==> config.mk <==
export PLATFORM = sky130hd
export DESIGN_NAME = rtm_c2d_sched_flat
export DESIGN_NICKNAME = d
export VERILOG_FILES = /design/src/rtl/rtm_c2d_sched_pkg.sv /design/src/rtl/rtm_c2d_sched_if.sv /design/src/rtl/rtm_c2d_sched_queue.sv /design/src/rtl/rtm_c2d_sched.sv /design/src/flat_wrapper.sv
export SDC_FILE = /design/constraint.sdc
export NUM_CORES = 1
export LEC_CHECK = 0
export ABC_AREA = 1
export ABC_CLOCK_PERIOD_IN_PS = 8600
export CORE_MARGIN = 3
export CORE_UTILIZATION = 59
export CTS_CLUSTER_SIZE = 16
export DETAILED_ROUTE_END_ITERATION = 10
export GPL_ROUTABILITY_DRIVEN = 0
export GPL_TIMING_DRIVEN = 0
export PLACE_DENSITY = 0.84
export SYNTH_ARGS = -nofsm -noshare
export SYNTH_HDL_FRONTEND = slang
export SYNTH_SLANG_ARGS = --single-unit
==> constraint.sdc <==
create_clock -name clk -period 8.6 [get_ports clk]
set_input_delay 2.58 -clock clk [delete_from_list [all_inputs] [get_ports clk]]
set_output_delay 2.58 -clock clk [all_outputs]
set_load 0.05 [all_outputs]
==> src/rtl/rtm_c2d_sched_pkg.sv <==
// Shared types and default parameters for the RTM-to-DRAM store scheduler.
package rtm_c2d_sched_pkg;

    localparam int unsigned ROW_SHIFT       = 6;
    localparam int unsigned CHUNK_SHIFT     = 12;
    localparam int unsigned ROW_BYTES_DEF   = 1 << ROW_SHIFT;
    localparam int unsigned MAX_CHUNK_DEF   = 1 << CHUNK_SHIFT;
    localparam int unsigned QUEUE_DEPTH_DEF = 4;
    localparam int unsigned DEPTH_W_DEF     = 12;

    typedef enum logic [2:0] {
        ST_IDLE,
        ST_LOAD,
        ST_ISSUE,
        ST_WAIT,
        ST_NEXT
    } state_t;

    // Queued store instruction; c_addr is the RTM row zero-extended to 32 bits.
    typedef struct packed {
        logic [31:0] d_addr;
        logic [31:0] c_addr;
        logic [31:0] n_bytes;
    } ins_t;

    function automatic logic [31:0] min_u32(input logic [31:0] a, input logic [31:0] b);
        return (a < b) ? a : b;
    endfunction

endpackage

==> src/rtl/rtm_c2d_sched_if.sv <==
// Instruction-decoder and writeback-engine signals of the store scheduler.
interface rtm_c2d_sched_if
    import rtm_c2d_sched_pkg::*;
#(
    parameter int unsigned DEPTH_W = DEPTH_W_DEF
);
    logic               ins_valid;
    logic               ins_ready;
    logic [31:0]        ins_d_addr;
    logic [DEPTH_W-1:0] ins_c_addr;
    logic [31:0]        ins_n_bytes;
    logic               ins_done_pulse;
    logic               c2d_start_pulse;
    logic [31:0]        c2d_d_addr;
    logic [31:0]        c2d_c_addr;
    logic [31:0]        c2d_n_bytes;
    logic               c2d_done_pulse;

    modport master (
        output ins_valid, ins_d_addr, ins_c_addr, ins_n_bytes, c2d_done_pulse,
        input  ins_ready, ins_done_pulse, c2d_start_pulse, c2d_d_addr, c2d_c_addr, c2d_n_bytes
    );

    modport slave (
        input  ins_valid, ins_d_addr, ins_c_addr, ins_n_bytes, c2d_done_pulse,
        output ins_ready, ins_done_pulse, c2d_start_pulse, c2d_d_addr, c2d_c_addr, c2d_n_bytes
    );
endinterface

==> src/rtl/rtm_c2d_sched_queue.sv <==
// Show-ahead instruction FIFO with count-based full/empty and registered ready.
module rtm_c2d_sched_queue
    import rtm_c2d_sched_pkg::*;
#(
    parameter int unsigned DEPTH = QUEUE_DEPTH_DEF
) (
    input  logic clk,
    input  logic rst,
    input  logic push,
    input  ins_t din,
    output logic ready,
    input  logic pop,
    output ins_t dout,
    output logic empty
);
    localparam int unsigned PTR_W = $clog2(DEPTH);
    localparam int unsigned CNT_W = PTR_W + 1;

    ins_t             mem [DEPTH];
    logic [PTR_W-1:0] wr_ptr;
    logic [PTR_W-1:0] rd_ptr;
    logic [CNT_W-1:0] count;
    logic [CNT_W-1:0] count_nxt;
    logic             do_push;
    logic             do_pop;

    assign do_push = push && ready;
    assign do_pop  = pop && !empty;
    assign dout    = mem[rd_ptr];

    always_comb begin
        count_nxt = count;
        case ({do_push, do_pop})
            2'b10:   count_nxt = count + CNT_W'(1);
            2'b01:   count_nxt = count - CNT_W'(1);
            default: count_nxt = count;
        endcase
    end

    // Flags are computed from the next count so they are exact in the cycle after each edge.
    always_ff @(posedge clk or posedge rst) begin
        if (rst) begin
            wr_ptr <= '0;
            rd_ptr <= '0;
            count  <= '0;
            ready  <= 1'b1;
            empty  <= 1'b1;
        end else begin
            if (do_push) wr_ptr <= wr_ptr + PTR_W'(1);
            if (do_pop)  rd_ptr <= rd_ptr + PTR_W'(1);
            count <= count_nxt;
            ready <= (count_nxt != CNT_W'(DEPTH));
            empty <= (count_nxt == '0);
        end
    end

    always_ff @(posedge clk) begin
        if (do_push) mem[wr_ptr] <= din;
    end
endmodule

==> src/rtl/rtm_c2d_sched.sv <==
// Store-instruction scheduler: splits queued stores into engine-sized chunks.
// Optional perf counters are built when RTM_C2D_SCHED_PERF_EN is defined.
module rtm_c2d_sched
    import rtm_c2d_sched_pkg::*;
#(
    parameter int unsigned ROW_BYTES       = ROW_BYTES_DEF,
    parameter int unsigned MAX_CHUNK_BYTES = MAX_CHUNK_DEF,
    parameter int unsigned QUEUE_DEPTH     = QUEUE_DEPTH_DEF,
    parameter int unsigned DEPTH_W         = DEPTH_W_DEF
) (
    input  logic               clk,
    input  logic               rst,
    rtm_c2d_sched_if.slave     bus,
    output logic               busy,
    output logic               err_align,
    output logic               err_spurious,
    input  logic               err_clr
`ifdef RTM_C2D_SCHED_PERF_EN
    ,
    input  logic               perf_clr,
    output logic [31:0]        perf_busy_cycles,
    output logic [31:0]        perf_wait_cycles
`endif
);
    localparam int unsigned RS        = $clog2(ROW_BYTES);
    localparam logic [31:0] MAX_CHUNK = 32'(MAX_CHUNK_BYTES);

    state_t      state;
    logic [31:0] rem;
    logic [31:0] d_addr;
    logic [31:0] c_addr;
    ins_t        q_din;
    ins_t        q_dout;
    logic        q_empty;
    logic        pop_c;
    logic        align_err_c;

    assign q_din       = '{d_addr: bus.ins_d_addr, c_addr: 32'(bus.ins_c_addr), n_bytes: bus.ins_n_bytes};
    assign pop_c       = (state == ST_IDLE) && !q_empty;
    assign align_err_c = (state == ST_LOAD) && (rem != '0) && (rem[RS-1:0] != '0);
    assign busy        = (state != ST_IDLE) || !q_empty;

    rtm_c2d_sched_queue #(.DEPTH(QUEUE_DEPTH)) u_queue (
        .clk   (clk),
        .rst   (rst),
        .push  (bus.ins_valid),
        .din   (q_din),
        .ready (bus.ins_ready),
        .pop   (pop_c),
        .dout  (q_dout),
        .empty (q_empty)
    );

    // Chunk length lives in c2d_n_bytes, which stays stable until the next issue.
    always_ff @(posedge clk or posedge rst) begin
        if (rst) begin
            state               <= ST_IDLE;
            rem                 <= '0;
            d_addr              <= '0;
            c_addr              <= '0;
            bus.c2d_start_pulse <= 1'b0;
            bus.c2d_d_addr      <= '0;
            bus.c2d_c_addr      <= '0;
            bus.c2d_n_bytes     <= '0;
            bus.ins_done_pulse  <= 1'b0;
        end else begin
            bus.c2d_start_pulse <= 1'b0;
            bus.ins_done_pulse  <= 1'b0;
            unique case (state)
                ST_IDLE: begin
                    if (!q_empty) begin
                        rem    <= q_dout.n_bytes;
                        d_addr <= q_dout.d_addr;
                        c_addr <= q_dout.c_addr;
                        state  <= ST_LOAD;
                    end
                end
                ST_LOAD: begin
                    if (rem == '0 || rem[RS-1:0] != '0) begin
                        bus.ins_done_pulse <= 1'b1;
                        state              <= ST_IDLE;
                    end else begin
                        bus.c2d_start_pulse <= 1'b1;
                        bus.c2d_d_addr      <= d_addr;
                        bus.c2d_c_addr      <= c_addr;
                        bus.c2d_n_bytes     <= min_u32(rem, MAX_CHUNK);
                        state               <= ST_ISSUE;
                    end
                end
                ST_ISSUE: state <= ST_WAIT;
                ST_WAIT: begin
                    if (bus.c2d_done_pulse) begin
                        // Last chunk: completion shows during NEXT, one cycle after done.
                        if (rem == bus.c2d_n_bytes) bus.ins_done_pulse <= 1'b1;
                        state <= ST_NEXT;
                    end
                end
                ST_NEXT: begin
                    d_addr <= d_addr + bus.c2d_n_bytes;
                    c_addr <= 32'(DEPTH_W'(c_addr + (bus.c2d_n_bytes >> RS)));
                    rem    <= rem - bus.c2d_n_bytes;
                    state  <= (rem != bus.c2d_n_bytes) ? ST_LOAD : ST_IDLE;
                end
                default: state <= ST_IDLE;
            endcase
        end
    end

    // Sticky error flags; a new event in the same cycle as err_clr keeps the flag set.
    always_ff @(posedge clk or posedge rst) begin
        if (rst) begin
            err_align    <= 1'b0;
            err_spurious <= 1'b0;
        end else begin
            if (align_err_c)  err_align <= 1'b1;
            else if (err_clr) err_align <= 1'b0;
            if (bus.c2d_done_pulse && state != ST_WAIT) err_spurious <= 1'b1;
            else if (err_clr)                           err_spurious <= 1'b0;
        end
    end

`ifdef RTM_C2D_SCHED_PERF_EN
    always_ff @(posedge clk or posedge rst) begin
        if (rst) begin
            perf_busy_cycles <= '0;
            perf_wait_cycles <= '0;
        end else if (perf_clr) begin
            perf_busy_cycles <= '0;
            perf_wait_cycles <= '0;
        end else begin
            if (busy && perf_busy_cycles != '1)
                perf_busy_cycles <= perf_busy_cycles + 32'(1);
            if (state == ST_WAIT && perf_wait_cycles != '1)
                perf_wait_cycles <= perf_wait_cycles + 32'(1);
        end
    end
`endif
endmodule

==> src/flat_wrapper.sv <==
// flat-port wrapper written by rule: the top's interface ports become plain ports
module rtm_c2d_sched_flat import rtm_c2d_sched_pkg::*;
#(
    parameter int unsigned ROW_BYTES       = ROW_BYTES_DEF,
    parameter int unsigned MAX_CHUNK_BYTES = MAX_CHUNK_DEF,
    parameter int unsigned QUEUE_DEPTH     = QUEUE_DEPTH_DEF,
    parameter int unsigned DEPTH_W         = DEPTH_W_DEF
)
  (clk, rst, busy, err_align, err_spurious, err_clr, bus_ins_valid, bus_ins_d_addr, bus_ins_c_addr, bus_ins_n_bytes, bus_c2d_done_pulse, bus_ins_ready, bus_ins_done_pulse, bus_c2d_start_pulse, bus_c2d_d_addr, bus_c2d_c_addr, bus_c2d_n_bytes);
  rtm_c2d_sched_if #(.DEPTH_W(DEPTH_W)) bus_i ();
  input  logic clk;
  input  logic rst;
  output logic busy;
  output logic err_align;
  output logic err_spurious;
  input  logic err_clr;
  input wire logic [$bits(bus_i.ins_valid)-1:0] bus_ins_valid;
  input wire logic [$bits(bus_i.ins_d_addr)-1:0] bus_ins_d_addr;
  input wire logic [$bits(bus_i.ins_c_addr)-1:0] bus_ins_c_addr;
  input wire logic [$bits(bus_i.ins_n_bytes)-1:0] bus_ins_n_bytes;
  input wire logic [$bits(bus_i.c2d_done_pulse)-1:0] bus_c2d_done_pulse;
  output wire logic [$bits(bus_i.ins_ready)-1:0] bus_ins_ready;
  output wire logic [$bits(bus_i.ins_done_pulse)-1:0] bus_ins_done_pulse;
  output wire logic [$bits(bus_i.c2d_start_pulse)-1:0] bus_c2d_start_pulse;
  output wire logic [$bits(bus_i.c2d_d_addr)-1:0] bus_c2d_d_addr;
  output wire logic [$bits(bus_i.c2d_c_addr)-1:0] bus_c2d_c_addr;
  output wire logic [$bits(bus_i.c2d_n_bytes)-1:0] bus_c2d_n_bytes;
  assign bus_i.ins_valid = bus_ins_valid;
  assign bus_i.ins_d_addr = bus_ins_d_addr;
  assign bus_i.ins_c_addr = bus_ins_c_addr;
  assign bus_i.ins_n_bytes = bus_ins_n_bytes;
  assign bus_i.c2d_done_pulse = bus_c2d_done_pulse;
  assign bus_ins_ready = bus_i.ins_ready;
  assign bus_ins_done_pulse = bus_i.ins_done_pulse;
  assign bus_c2d_start_pulse = bus_i.c2d_start_pulse;
  assign bus_c2d_d_addr = bus_i.c2d_d_addr;
  assign bus_c2d_c_addr = bus_i.c2d_c_addr;
  assign bus_c2d_n_bytes = bus_i.c2d_n_bytes;
  rtm_c2d_sched #(.ROW_BYTES(ROW_BYTES), .MAX_CHUNK_BYTES(MAX_CHUNK_BYTES), .QUEUE_DEPTH(QUEUE_DEPTH), .DEPTH_W(DEPTH_W)) u_core (.clk(clk), .rst(rst), .bus(bus_i), .busy(busy), .err_align(err_align), .err_spurious(err_spurious), .err_clr(err_clr));
endmodule
Fig. 1: run 1, clock routing
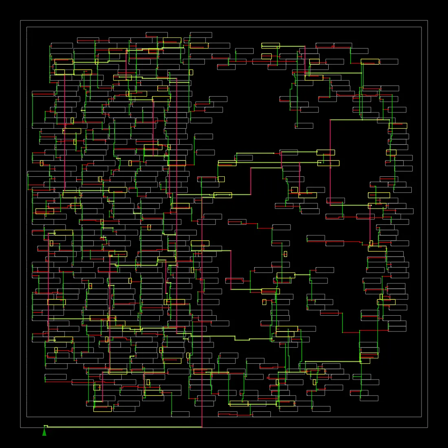
clock distribution power: 0.00204 W
later-pin clock latency in the skew report: 610 ps

Fig. 2: run 1, wiring by layer
Scale bar: 50 um.
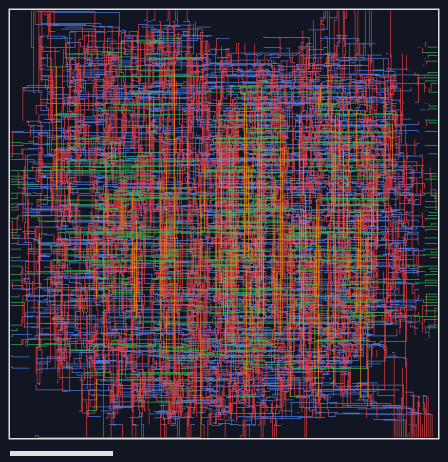
[green] met3 | wire length: 8670 um
[orange] met4 | wire length: 3900 um
[blue] met1 | wire length: 25.6 mm
[red] met2 | wire length: 32.8 mm
total global routing track utilization: 32.3%
drt wl/cell: 20.1 um

Fig. 3: run 1, sizing map
Scale bar: 50 um.
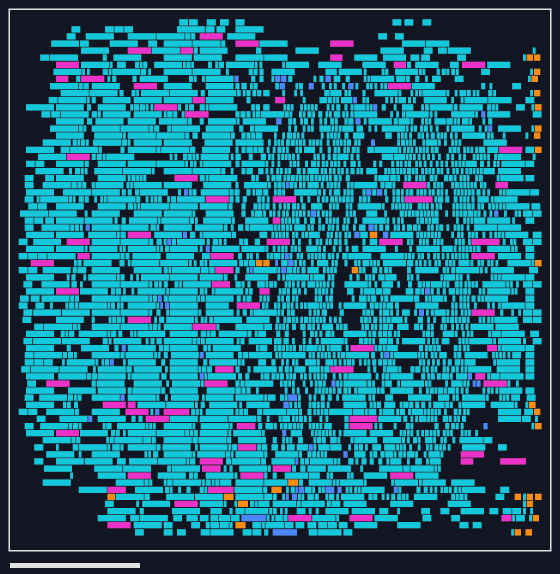
[orange] drive 3 to 4 | cells: 30
[blue] drive 2 | cells: 65
[magenta] drive 6 and up | cells: 77
[cyan] drive 1 or less | cells: 2824

Fig. 4: run 1, sequential cells grouped by signal name
Scale bar: 50 um.
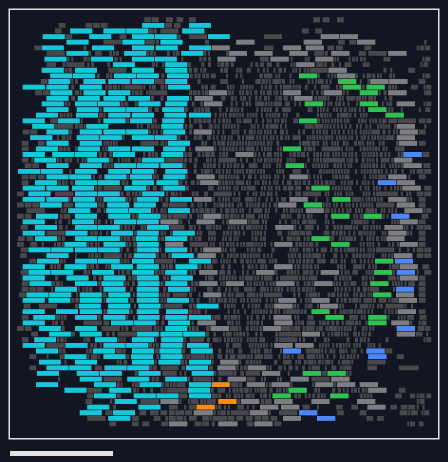
[orange] u_core.u_queue.count | flops: 3
[cyan] u_core.u_queue.mem | flops: 304
[green] u_core.d_addr | flops: 32 | where: a column on the right
[blue] u_core.bus.c2d_c_addr | flops: 12
not coloured: 121

==> results_slide.txt, run 1 <==
Run Summary

Outcome
  • Outcome: finished clean

Synthesis
  • Yosys stat area: 23900 sq um
  • Share of flip-flops with an asynchronous set or reset after synthesis: 35.6%
  • Most area-hungry cell type in the Yosys netlist: sky130_fd_sc_hd__edfxtp_1
  • Post-Synthesis Cells: 2715
  • Unique cell types: 49
  • Count of state elements after synthesis: 472
  • Total cells reported by yosys after synthesis: 2715

Pwr
  • Internal Power: 0.00562 W
  • Highest-power group: combinational cells
  • Seq pwr: 0.00335 W
  • Fraction of power consumed by combinational cells: 46.6%
  • Total power per unit cell area: 360 nW/um^2
  • Clk network pwr share: 20.2%
  • Power share of the sequential group: 33.2%
  • Leakage: 12.7 nW

Timing
  • Final Hold Vio Count: 0
  • Min cycle time layout: 4730 ps
  • Final setup margin: 3870 ps
  • Max Transition Viols Final: 0
  • Maximum clock frequency: 212 MHz
  • Slew @ Worst Pin: 905 ps
  • Setup Skew: 14.4 ps
  • Normalized max-slew margin: 39.7%

Setup path
  • FF-to-FF End: u_core.d_addr[4]$_DFFE_PP0P_
  • Total buffers and inverters traversed by the critical path: 2
  • Category of the worst setup path launch point: register
  • Reg2Reg Setup Slack: 5870 ps
  • CP Data Arrival Time: 2150 ps
  • Required time of the critical path: 6020 ps
  • Largest fanout of any net on the critical path: 5
  • Worst r2r src: u_core.u_queue.rd_ptr[0]$_DFFE_PP0P_
  • Number of gates on the worst path with buffers counted: 5
  • Most numerous cell on the critical path: sky130_fd_sc_hd__nor2_2
  • Critical-path top delay cell: sky130_fd_sc_hd__clkdlybuf4s50_1
  • Depth of the most critical reg-to-reg path: 8

Die
  • Area of the placeable core: 39900 sq um
  • DIE AREA: 43000 sq um
  • Width of the die: 207 um

Clock network
  • Clk sinks: 472
  • Number of buffers between clock root and the deepest sink: 3
  • Depth of the CTS H-tree: 2
  • Hold buffer count at cts: 0

GRT
  • Grt ovf: 0
  • Number of global-route vias before repair: 19848

Finish
  • Sequential cell area in the final layout: 13300 sq um
  • Share of the core filled with cells in the final layout: 70.3%
  • Seq cells: 472
  • Mi-comb count: 1741
  • Fraction of area in registers: 47.5%

Placed design
  • Dpl hpwl: 51800 um

Flow run
  • Count of max-cap constraint violations: 0

Route
  • Ratio of routed vias to standard cells: 5.84
  • Detailed Route WL: 70900 um
[run 1: cell usage after synthesis, drive strengths merged (2+ instances only)]
| cell | instances |
|---|---|
| o221ai | 16 |
| a21oi | 79 |
| dfstp | 2 |
| xor2 | 14 |
| nor4 | 5 |
| a22oi | 6 |
| a21boi | 16 |
| inv | 409 |
| nand2 | 721 |
| o21bai | 7 |
| dfrtp | 166 |
| clkbuf | 53 |
| nor3 | 15 |
| or2 | 24 |
| xnor2 | 5 |
| o22ai | 81 |
| ha | 78 |
| buf | 58 |
| nor2 | 277 |
| nand4 | 16 |
| edfxtp | 304 |
| o211ai | 3 |
| o21ai | 248 |
| a2bb2oi | 4 |
| nand3 | 85 |
| fa | 4 |
| a31oi | 7 |
| a21o | 4 |
[run 1: per-stage QoR]
step	hold slack, ps	cell area, sq um	TNS [ps]	power [W]	cells
2_1_floorplan	460	24000	0	0.00632	2734
3_3_place_gp	462	26300	-319210	0.00773	3421
3_5_place_dp	467	26500	0	0.00791	3431
4_1_cts	483	28100	0	0.00999	3521
5_1_grt	505	28100	0	0.0106	3521
6_report	480	28100	0	0.0101	3521
[run 1: metal layers]
metal / GRT usage, % / part of all wire (%)
met1: 41.6 / 36
met5: 0 / 0
met3: 7.18 / 12
met2: 51.9 / 46
met4: 16.9 / 5.5
[run 1: worst min path at each step]
stage | startpoint | endpoint | slack [ps] | cells past startpoint
floorplan | u_core.d_addr[27]$_DFFE_PP0P_ | u_core.bus.c2d_d_addr[27]$_DFFE_PP0P_ | 460 | 2
global placement | u_core.bus.c2d_d_addr[13]$_DFFE_PP0P_ | u_core.bus.c2d_d_addr[13]$_DFFE_PP0P_ | 460 | 2
detailed placement | u_core.bus.c2d_d_addr[28]$_DFFE_PP0P_ | u_core.bus.c2d_d_addr[28]$_DFFE_PP0P_ | 470 | 2
CTS | u_core.bus.c2d_d_addr[28]$_DFFE_PP0P_ | u_core.bus.c2d_d_addr[28]$_DFFE_PP0P_ | 480 | 2
global route | u_core.bus.c2d_d_addr[28]$_DFFE_PP0P_ | u_core.bus.c2d_d_addr[28]$_DFFE_PP0P_ | 500 | 2
finish | u_core.bus.c2d_d_addr[28]$_DFFE_PP0P_ | u_core.bus.c2d_d_addr[28]$_DFFE_PP0P_ | 480 | 2
[run 1: registers in the layout (all words and copies together), names as in the netlist, 2 cells and up]
| signal | flops |
|---|---|
| u_core.bus.c2d_c_addr | 12 |
| u_core.u_queue.mem | 304 |
| u_core.bus.c2d_d_addr | 32 |
| u_core.bus.c2d_n_bytes | 32 |
| u_core.state | 3 |
| u_core.u_queue.wr_ptr | 2 |
| u_core.c_addr | 12 |
| u_core.u_queue.rd_ptr | 2 |
| u_core.u_queue.count | 3 |
| u_core.rem | 32 |
| u_core.d_addr | 32 |
[run 1: cells by family (layout without fill, tap and decap cells)]
group | Yosys count | in the layout | share of synthesized area (%)
buffers and inverters | 521 | 783 | 8.81
AND-OR/OR-AND | 477 | 477 | 11.2
AND/OR/NAND/NOR | 1143 | 1143 | 19.1
XOR/XNOR | 19 | 19 | 0.696
adder cells (fa/ha/maj) | 82 | 82 | 4.41
flip-flops | 472 | 472 | 55.7
other | 1 | 20 | 0.0157
Fig. 5: run 1, wires at chosen ports, followed through buffers
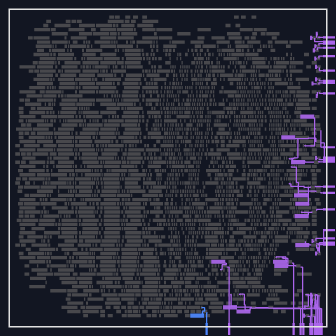

==> run 1 -> run 2 <==
--- a/config.mk
+++ b/config.mk
@@ -6,14 +6,14 @@
 export NUM_CORES = 1
 export LEC_CHECK = 0
 export ABC_AREA = 1
-export ABC_CLOCK_PERIOD_IN_PS = 8600
+export ABC_CLOCK_PERIOD_IN_PS = 4000
 export CORE_MARGIN = 3
-export CORE_UTILIZATION = 59
+export CORE_UTILIZATION = 53
 export CTS_CLUSTER_SIZE = 16
 export DETAILED_ROUTE_END_ITERATION = 10
 export GPL_ROUTABILITY_DRIVEN = 0
 export GPL_TIMING_DRIVEN = 0
-export PLACE_DENSITY = 0.84
+export PLACE_DENSITY = 0.8
 export SYNTH_ARGS = -nofsm -noshare
 export SYNTH_HDL_FRONTEND = slang
 export SYNTH_SLANG_ARGS = --single-unit
==> constraint.sdc (replaced) <==
create_clock -name clk -period 4 [get_ports clk]
set_input_delay 1.2 -clock clk [delete_from_list [all_inputs] [get_ports clk]]
set_output_delay 1.2 -clock clk [all_outputs]
set_load 0.05 [all_outputs]
Fig. 6: run 2, wires at chosen ports, followed through buffers
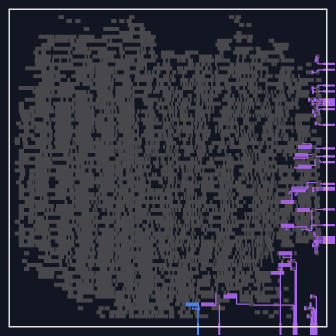
[blue] err_spurious | bits: 1 | direction: output | end cells: 1 | wire: 18.8 um
[purple] bus_c2d_c_addr | bits: 32 | direction: output | end cells: 32 | wire: 639 um
input/output buffers: 162
number of placed I/O pins: 183

==> run 2 against run 1 <==
  * Flip-flop count stayed put
  * Hold slack got worse by 2.5 ps
  * Global-route usage down 3.1 points
  * Cell area up 0.67%
  * Critical endpoint unchanged
  * Largest power group unchanged
==> results_slide.txt, run 2 <==
Run Summary

Die
  • DIE AREA: 47700 sq um (+11%)
  • Width of the die: 218 um (+5.3%)
  • Area of the placeable core: 44400 sq um (+11%)

Synthesis
  • Xor and xnor fraction of the mapped netlist area: 0.696% (unchanged)
  • Most frequent cells after synthesis: 721 x sky130_fd_sc_hd__nand2_1, 401 x sky130_fd_sc_hd__inv_1, 304 x sky130_fd_sc_hd__edfxtp_1
  • Netlist area before placement: 23900 sq um
  • Most area-hungry cell type in the Yosys netlist: sky130_fd_sc_hd__edfxtp_1
  • Share of flip-flops with an asynchronous set or reset after synthesis: 35.6% (unchanged)
  • Unique cell types: 49 (unchanged)
  • Yosys stat area: 23900 sq um (unchanged)
  • Total cells reported by yosys after synthesis: 2715 (unchanged)
  • Count of state elements after synthesis: 472 (unchanged)
  • Yosys aoi share: 11.2% (unchanged)
  • Area fraction in mux cells: 0% (unchanged)
  • Post-Synth Simple-Gate Area: 19.1% (unchanged)
  • Fa+ha+maj area frac: 4.41% (unchanged)
  • Synth logic family: simple AND/OR/NAND/NOR gates
  • Most common cell in the netlist: sky130_fd_sc_hd__nand2_1
  • Post-Synthesis Cells: 2715 (unchanged)

Setup path
  • CP Data Arrival Time: 2190 ps (+40 ps)
  • Category of the worst setup path launch point: register
  • Depth of the most critical reg-to-reg path: 8 (unchanged)
  • Largest fanout of any net on the critical path: 4 (-1)
  • CP Capture Type: output pin
  • Required time of the critical path: 2800 ps (-3220 ps)

Timing
  • Max Transition Viols Final: 0 (unchanged)
  • Normalized max-slew margin: 38.9% (-0.79 points)
  • Slew @ Worst Pin: 915 ps (+9.65 ps)
  • Maximum clock frequency: 295 MHz
  • Final Hold Vio Count: 0 (unchanged)
  • Min cycle time layout: 3390 ps
  • Setup Skew: 16.2 ps (+1.81 ps)

Finish
  • Sequential cell area in the final layout: 13300 sq um (unchanged)
  • Share of the core filled with cells in the final layout: 63.6% (-6.7 points)
  • Flip-flop count of the largest register after layout: 304 (unchanged)
  • Finished layout cell area: 28300 sq um (+0.67%)
  • Most flops, register: u_core.u_queue.mem
  • Number of standard cells in the layout, taps in and fillers out: 3589 (+1.9%)

Clock network
  • Depth of the CTS H-tree: 2 (unchanged)
  • Number of buffers between clock root and the deepest sink: 3 (unchanged)
  • Later-pin clock latency in the skew report: 620 ps (about the same)
  • Hold buffer count at cts: 0 (unchanged)
  • Clk sinks: 472 (unchanged)

Route
  • Detailed Route WL: 70300 um (-0.83%)
  • Drt wl/cell: 19.6 um (-2.7%)
  • Total vias in the final route: 20269
  • Ratio of routed vias to standard cells: 5.65 (-3.3%)

Pwr
  • Worst IR Drop VDD: 0.467 mV
  • Total power per unit cell area: 775 nW/um^2 (+120%)
  • Leakage: 12.8 nW (+0.32%)

Flow run
  • Count of max-cap constraint violations: 0 (unchanged)

Hold path
  • Number of instances on the worst hold path: 2 (unchanged)

Placed design
  • Dpl hpwl: 51900 um (about the same)
  • # placed instances: 3500 (+2.0%)
  • Post-detailed-placement cell area: 26600 sq um (+0.37%)

GRT
  • Grt ovf: 0 (unchanged)
  • Total global routing track utilization: 29.3% (-3.1 points)
  • Number of global-route vias before repair: 19466 (-1.9%)

Outcome
  • Outcome: finished clean
run 2: cell counts after synthesis:
Identical to the previous run, type by type.
run 2: final cells by class:
cell class / count / share of cell area (%)
Antenna cell: 1 / 0.00886
Buffer: 111 / 2.01
Clock buffer: 67 / 4.68
Clock inverter: 21 / 1.08
Inverter: 410 / 5.46
Multi-Input combinational cell: 1741 / 30.4
Sequential cell: 472 / 47.2
Tap cell: 592 / 2.62
Timing Repair Buffer: 174 / 6.59
run 2: kinds of logic (layout without fill, tap and decap cells):
group	after synthesis	after routing
other	1	21
xor gates and xnor gates	19	19
buffers and inverters	521	783
DFF	472	472
adders and majority gates	82	82
AOI/OAI and AO/OA	477	477
and+or+nand+nor	1143	1143
run 2: layer usage:
| metal | global-route usage [%] | part of all wire [%] |
|---|---|---|
| met5 | 0 | 0 |
| met1 | 38.8 | 38 |
| met2 | 47.1 | 46 |
| met4 | 12.7 | 4.4 |
| met3 | 5.69 | 12 |
run 2: power breakdown:
group	total, W	switching (W)	internal [W]
logic	0.0100	0.00697	0.00306
registers	0.00722	0.000685	0.00654
clock network	0.00466	0.00194	0.00271
total	0.0219	0.00959	0.0123
run 2: final timing paths:
check | start | to | slack (ps)
worst max-delay path | u_core.state[0]$_DFFE_PP0P_ | busy | 610
worst min-delay path | u_core.bus.c2d_d_addr[14]$_DFFE_PP0P_ | u_core.bus.c2d_d_addr[14]$_DFFE_PP0P_ | 480
worst max register to register | u_core.u_queue.rd_ptr[0]$_DFFE_PP0P_ | u_core.d_addr[3]$_DFFE_PP0P_ | 1430
worst min register to register | u_core.bus.c2d_d_addr[14]$_DFFE_PP0P_ | u_core.bus.c2d_d_addr[14]$_DFFE_PP0P_ | 480
max in group asynchronous | rst | u_core.bus.c2d_n_bytes[26]$_DFFE_PP0P_ | 2090
min in group asynchronous | rst | u_core.bus.c2d_d_addr[16]$_DFFE_PP0P_ | 1020
run 2: worst max-delay path, cell delays in order, from the launching register on:
cell                              delay, ps
sky130_fd_sc_hd__dfrtp_1                420
sky130_fd_sc_hd__nor2_2                 170
sky130_fd_sc_hd__inv_2                   70
sky130_fd_sc_hd__nor2_2                 110
sky130_fd_sc_hd__nand2_1                 90
sky130_fd_sc_hd__clkdlybuf4s50_1        710
run 2: stage by stage:
| stage | worst slack [ps] | hold WS [ps] | power, W | setup TNS, ps |
|---|---|---|---|---|
| 6_report | 614 | 478 | 0.0219 | 0 |
| 5_1_grt | 529 | 513 | 0.0231 | 0 |
| 4_1_cts | 603 | 480 | 0.0216 | 0 |
| 3_5_place_dp | 297 | 465 | 0.0169 | 0 |
| 3_3_place_gp | -3930 | 462 | 0.0167 | -1292140 |
| 2_1_floorplan | -1070 | 460 | 0.0136 | -326460 |
Fig. 7: run 2, sizing map
Scale bar: 50 um.
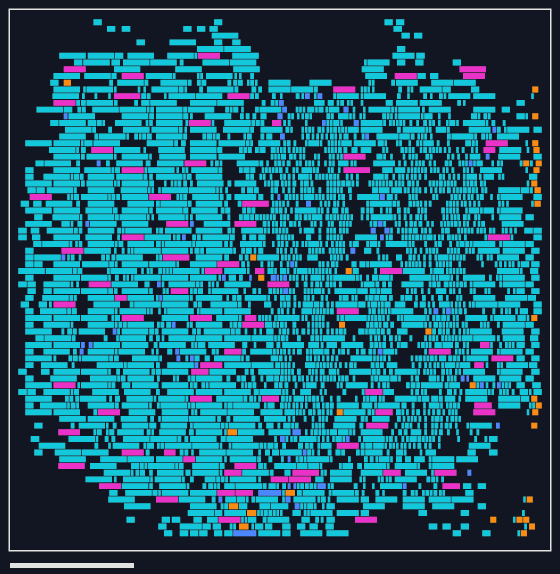

==> run 2 -> run 3 <==
--- a/config.mk
+++ b/config.mk
@@ -6,14 +6,14 @@
 export NUM_CORES = 1
 export LEC_CHECK = 0
 export ABC_AREA = 1
-export ABC_CLOCK_PERIOD_IN_PS = 4000
+export ABC_CLOCK_PERIOD_IN_PS = 3400
 export CORE_MARGIN = 3
-export CORE_UTILIZATION = 53
+export CORE_UTILIZATION = 59
 export CTS_CLUSTER_SIZE = 16
 export DETAILED_ROUTE_END_ITERATION = 10
 export GPL_ROUTABILITY_DRIVEN = 0
 export GPL_TIMING_DRIVEN = 0
-export PLACE_DENSITY = 0.8
+export PLACE_DENSITY = 0.84
 export SYNTH_ARGS = -nofsm -noshare
 export SYNTH_HDL_FRONTEND = slang
 export SYNTH_SLANG_ARGS = --single-unit
==> constraint.sdc (replaced) <==
create_clock -name clk -period 3.4 [get_ports clk]
set_input_delay 1.02 -clock clk [delete_from_list [all_inputs] [get_ports clk]]
set_output_delay 1.02 -clock clk [all_outputs]
set_load 0.05 [all_outputs]
Fig. 8: run 3, sizing map
Scale bar: 50 um.
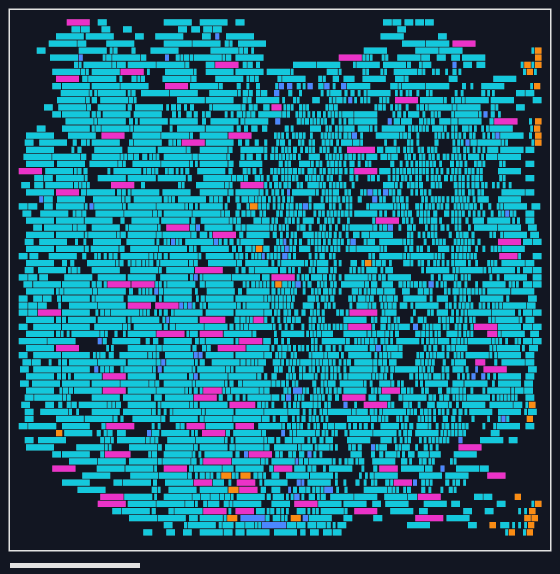
count of plain and timing-repair buffers in the layout: 287
relative area change from synthesis to final layout: 18.0%
final setup margin: 206 ps

==> run 3 against run 2 <==
  * Utilization rose by 7.1 points
  * Sequential power rose by 18%
  * First-iteration DRC count rose by 5.5%
  * Clock power rose by 17%
  * Largest power group unchanged
==> results_slide.txt, run 3 <==
Run Summary

Synthesis
  • Post-Synthesis Cells: 2715 (unchanged)
  • Unique cell types: 49 (unchanged)
  • Cell area leaders: sky130_fd_sc_hd__edfxtp_1 38%, sky130_fd_sc_hd__dfrtp_1 17%, sky130_fd_sc_hd__nand2_1 11%
  • Total cells reported by yosys after synthesis: 2715 (unchanged)
  • Fa+ha+maj area frac: 4.41% (unchanged)
  • Share of flip-flops with an asynchronous set or reset after synthesis: 35.6% (unchanged)
  • Most frequent cells after synthesis: 721 x sky130_fd_sc_hd__nand2_1, 401 x sky130_fd_sc_hd__inv_1, 304 x sky130_fd_sc_hd__edfxtp_1
  • Area fraction in mux cells: 0% (unchanged)
  • Synth logic family: simple AND/OR/NAND/NOR gates
  • Most common cell in the netlist: sky130_fd_sc_hd__nand2_1
  • Netlist area before placement: 23900 sq um (unchanged)
  • Yosys stat area: 23900 sq um (unchanged)
  • Xor and xnor fraction of the mapped netlist area: 0.696% (unchanged)
  • Most area-hungry cell type in the Yosys netlist: sky130_fd_sc_hd__edfxtp_1
  • Post-Synth Simple-Gate Area: 19.1% (unchanged)
  • Yosys aoi share: 11.2% (unchanged)

Placed design
  • Input/output buffers: 162 (unchanged)
  • Dpl hpwl: 52500 um (+1.2%)
  • Post-detailed-placement cell area: 26600 sq um (about the same)

GRT
  • Met2 Track Usage GR: 52.5% (+5.4 points)
  • Met1 routing resource usage after global routing: 42.7% (+3.9 points)
  • Grt ovf: 0 (unchanged)
  • Fraction of met3 tracks used by global routing: 6.50% (+0.81 points)
  • Total global routing track utilization: 32.6% (+3.3 points)
  • Number of global-route vias before repair: 20162 (+3.6%)
  • Most used routing layer in global routing: met2

Die
  • DIE AREA: 43000 sq um (-9.9%)
  • Area of the placeable core: 39900 sq um (-10%)
  • Width of the die: 207 um (-5.1%)
  • Number of placed I/O pins: 183 (unchanged)

Timing
  • Maximum clock frequency: 313 MHz
  • Slew @ Worst Pin: 832 ps (-82.7 ps)
  • Post-route worst hold slack: 479 ps (+1.24 ps)
  • Final Hold Vio Count: 0 (unchanged)
  • Setup Skew: 14.3 ps (-1.98 ps)
  • Setup Total Neg Slack: 0 ps (unchanged)
  • Max Transition Viols Final: 0 (unchanged)
  • Unrepaired setup endpoints after global routing: false
  • Min cycle time layout: 3190 ps

Finish
  • Finished layout cell area: 28200 sq um (-0.13%)
  • Flip-flop count of the largest register after layout: 304 (unchanged)
  • Share of layout cells above drive strength 1: 6.08%
  • Share of the core filled with cells in the final layout: 70.7% (+7.1 points)
  • Most flops, register: u_core.u_queue.mem
  • Number of standard cells in the layout, taps in and fillers out: 3520 (-1.9%)
  • Number of antenna cells inserted: 0 (-1)

Route
  • Detailed Route WL: 70900 um (+0.72%)
  • Drt wl/cell: 20.1 um (+2.7%)
  • Iter 0 DRT Violations: 2555
  • Total vias in the final route: 20600 (+1.6%)
  • Ratio of routed vias to standard cells: 5.85 (+3.6%)

Clock network
  • Later-pin clock latency in the skew report: 600 ps (-20 ps)
  • Hold buffer count at cts: 0 (unchanged)
  • Number of buffers between clock root and the deepest sink: 3 (unchanged)
  • Depth of the CTS H-tree: 2 (unchanged)

Setup path
  • Critical path start-end classification: reg2out
  • CP Data Arrival Time: 2170 ps (-20 ps)
  • Largest fanout of any net on the critical path: 5 (+1)
  • Category of the worst setup path launch point: register
  • CP Capture Type: output pin
  • Required time of the critical path: 2380 ps (-420 ps)

Pwr
  • Total power per unit cell area: 918 nW/um^2 (+18%)
  • Leakage: 12.8 nW (+0.31%)
  • Worst IR Drop VDD: 0.560 mV (+20%)

Flow run
  • Count of max-cap constraint violations: 0 (unchanged)

Outcome
  • Outcome: finished clean
## run 3: cell counts after synthesis
No cell type changed its count.
## run 3: worst paths after layout
| path | startpoint | cells after the start | slack, ps | end |
|---|---|---|---|---|
| setup reg to reg | u_core.u_queue.rd_ptr[0]$_DFFE_PP0P_ | 8 | 710 | u_core.d_addr[4]$_DFFE_PP0P_ |
| hold reg to reg | u_core.bus.c2d_d_addr[10]$_DFFE_PP0P_ | 2 | 480 | u_core.bus.c2d_d_addr[10]$_DFFE_PP0P_ |
| hold / removal | u_core.bus.c2d_d_addr[10]$_DFFE_PP0P_ | 2 | 480 | u_core.bus.c2d_d_addr[10]$_DFFE_PP0P_ |
| setup / recovery | u_core.state[1]$_DFFE_PP0P_ | 5 | 210 | busy |
| max in group asynchronous | rst | 4 | 1580 | u_core.bus.c2d_d_addr[20]$_DFFE_PP0P_ |
| min in group asynchronous | rst | 2 | 890 | u_core.bus.c2d_d_addr[5]$_DFFE_PP0P_ |
## run 3: routing by layer
metal / routed length (um) / part of all wire (%)
met1: 25500 / 36
met2: 32900 / 46
met3: 8610 / 12
met4: 3780 / 5.3
met5: 0 / 0
## run 3: stage by stage
step                setup WS, ps  power, W
CTS                          197    0.0256
global placement           -4270    0.0195
floorplan                  -1490    0.0160
global route                 132    0.0272
detailed placement           103    0.0200
finish                       206    0.0259
## run 3: final cells by class
| type | instances | area [sq um] | area share [%] |
|---|---|---|---|
| plain buffers | 111 | 569 | 2.02 |
| clock buffers | 56 | 1230 | 4.36 |
| clock inverters | 29 | 384 | 1.36 |
| inverters | 410 | 1540 | 5.47 |
| multi-input cells | 1741 | 8580 | 30.4 |
| flip-flops and latches | 472 | 13300 | 47.2 |
| well taps | 525 | 657 | 2.33 |
| repair buffers | 176 | 1920 | 6.82 |
## run 3: cell families after synthesis
group           after synthesis
buf+inv                     521
xor+xnor                     19
fa+ha+maj                    82
other cells                   1
simple gates               1143
flops                       472
compound gates              477
## run 3: worst max-delay path, stage by stage (launching register included)
cell	delay [ps]
sky130_fd_sc_hd__dfrtp_1	440
sky130_fd_sc_hd__nor2_2	160
sky130_fd_sc_hd__inv_2	80
sky130_fd_sc_hd__nor2_2	110
sky130_fd_sc_hd__nand2_1	90
sky130_fd_sc_hd__clkdlybuf4s50_1	710
## run 3: power by group
group	switching (W)	internal [W]	total (W)	leakage, nW
Sequential	0.000803	0.00769	0.00849	4.85
Combinational	0.00831	0.00365	0.0120	7.16
Clock	0.00224	0.00321	0.00546	0.792
Power is estimated from default activity; no workload was simulated.
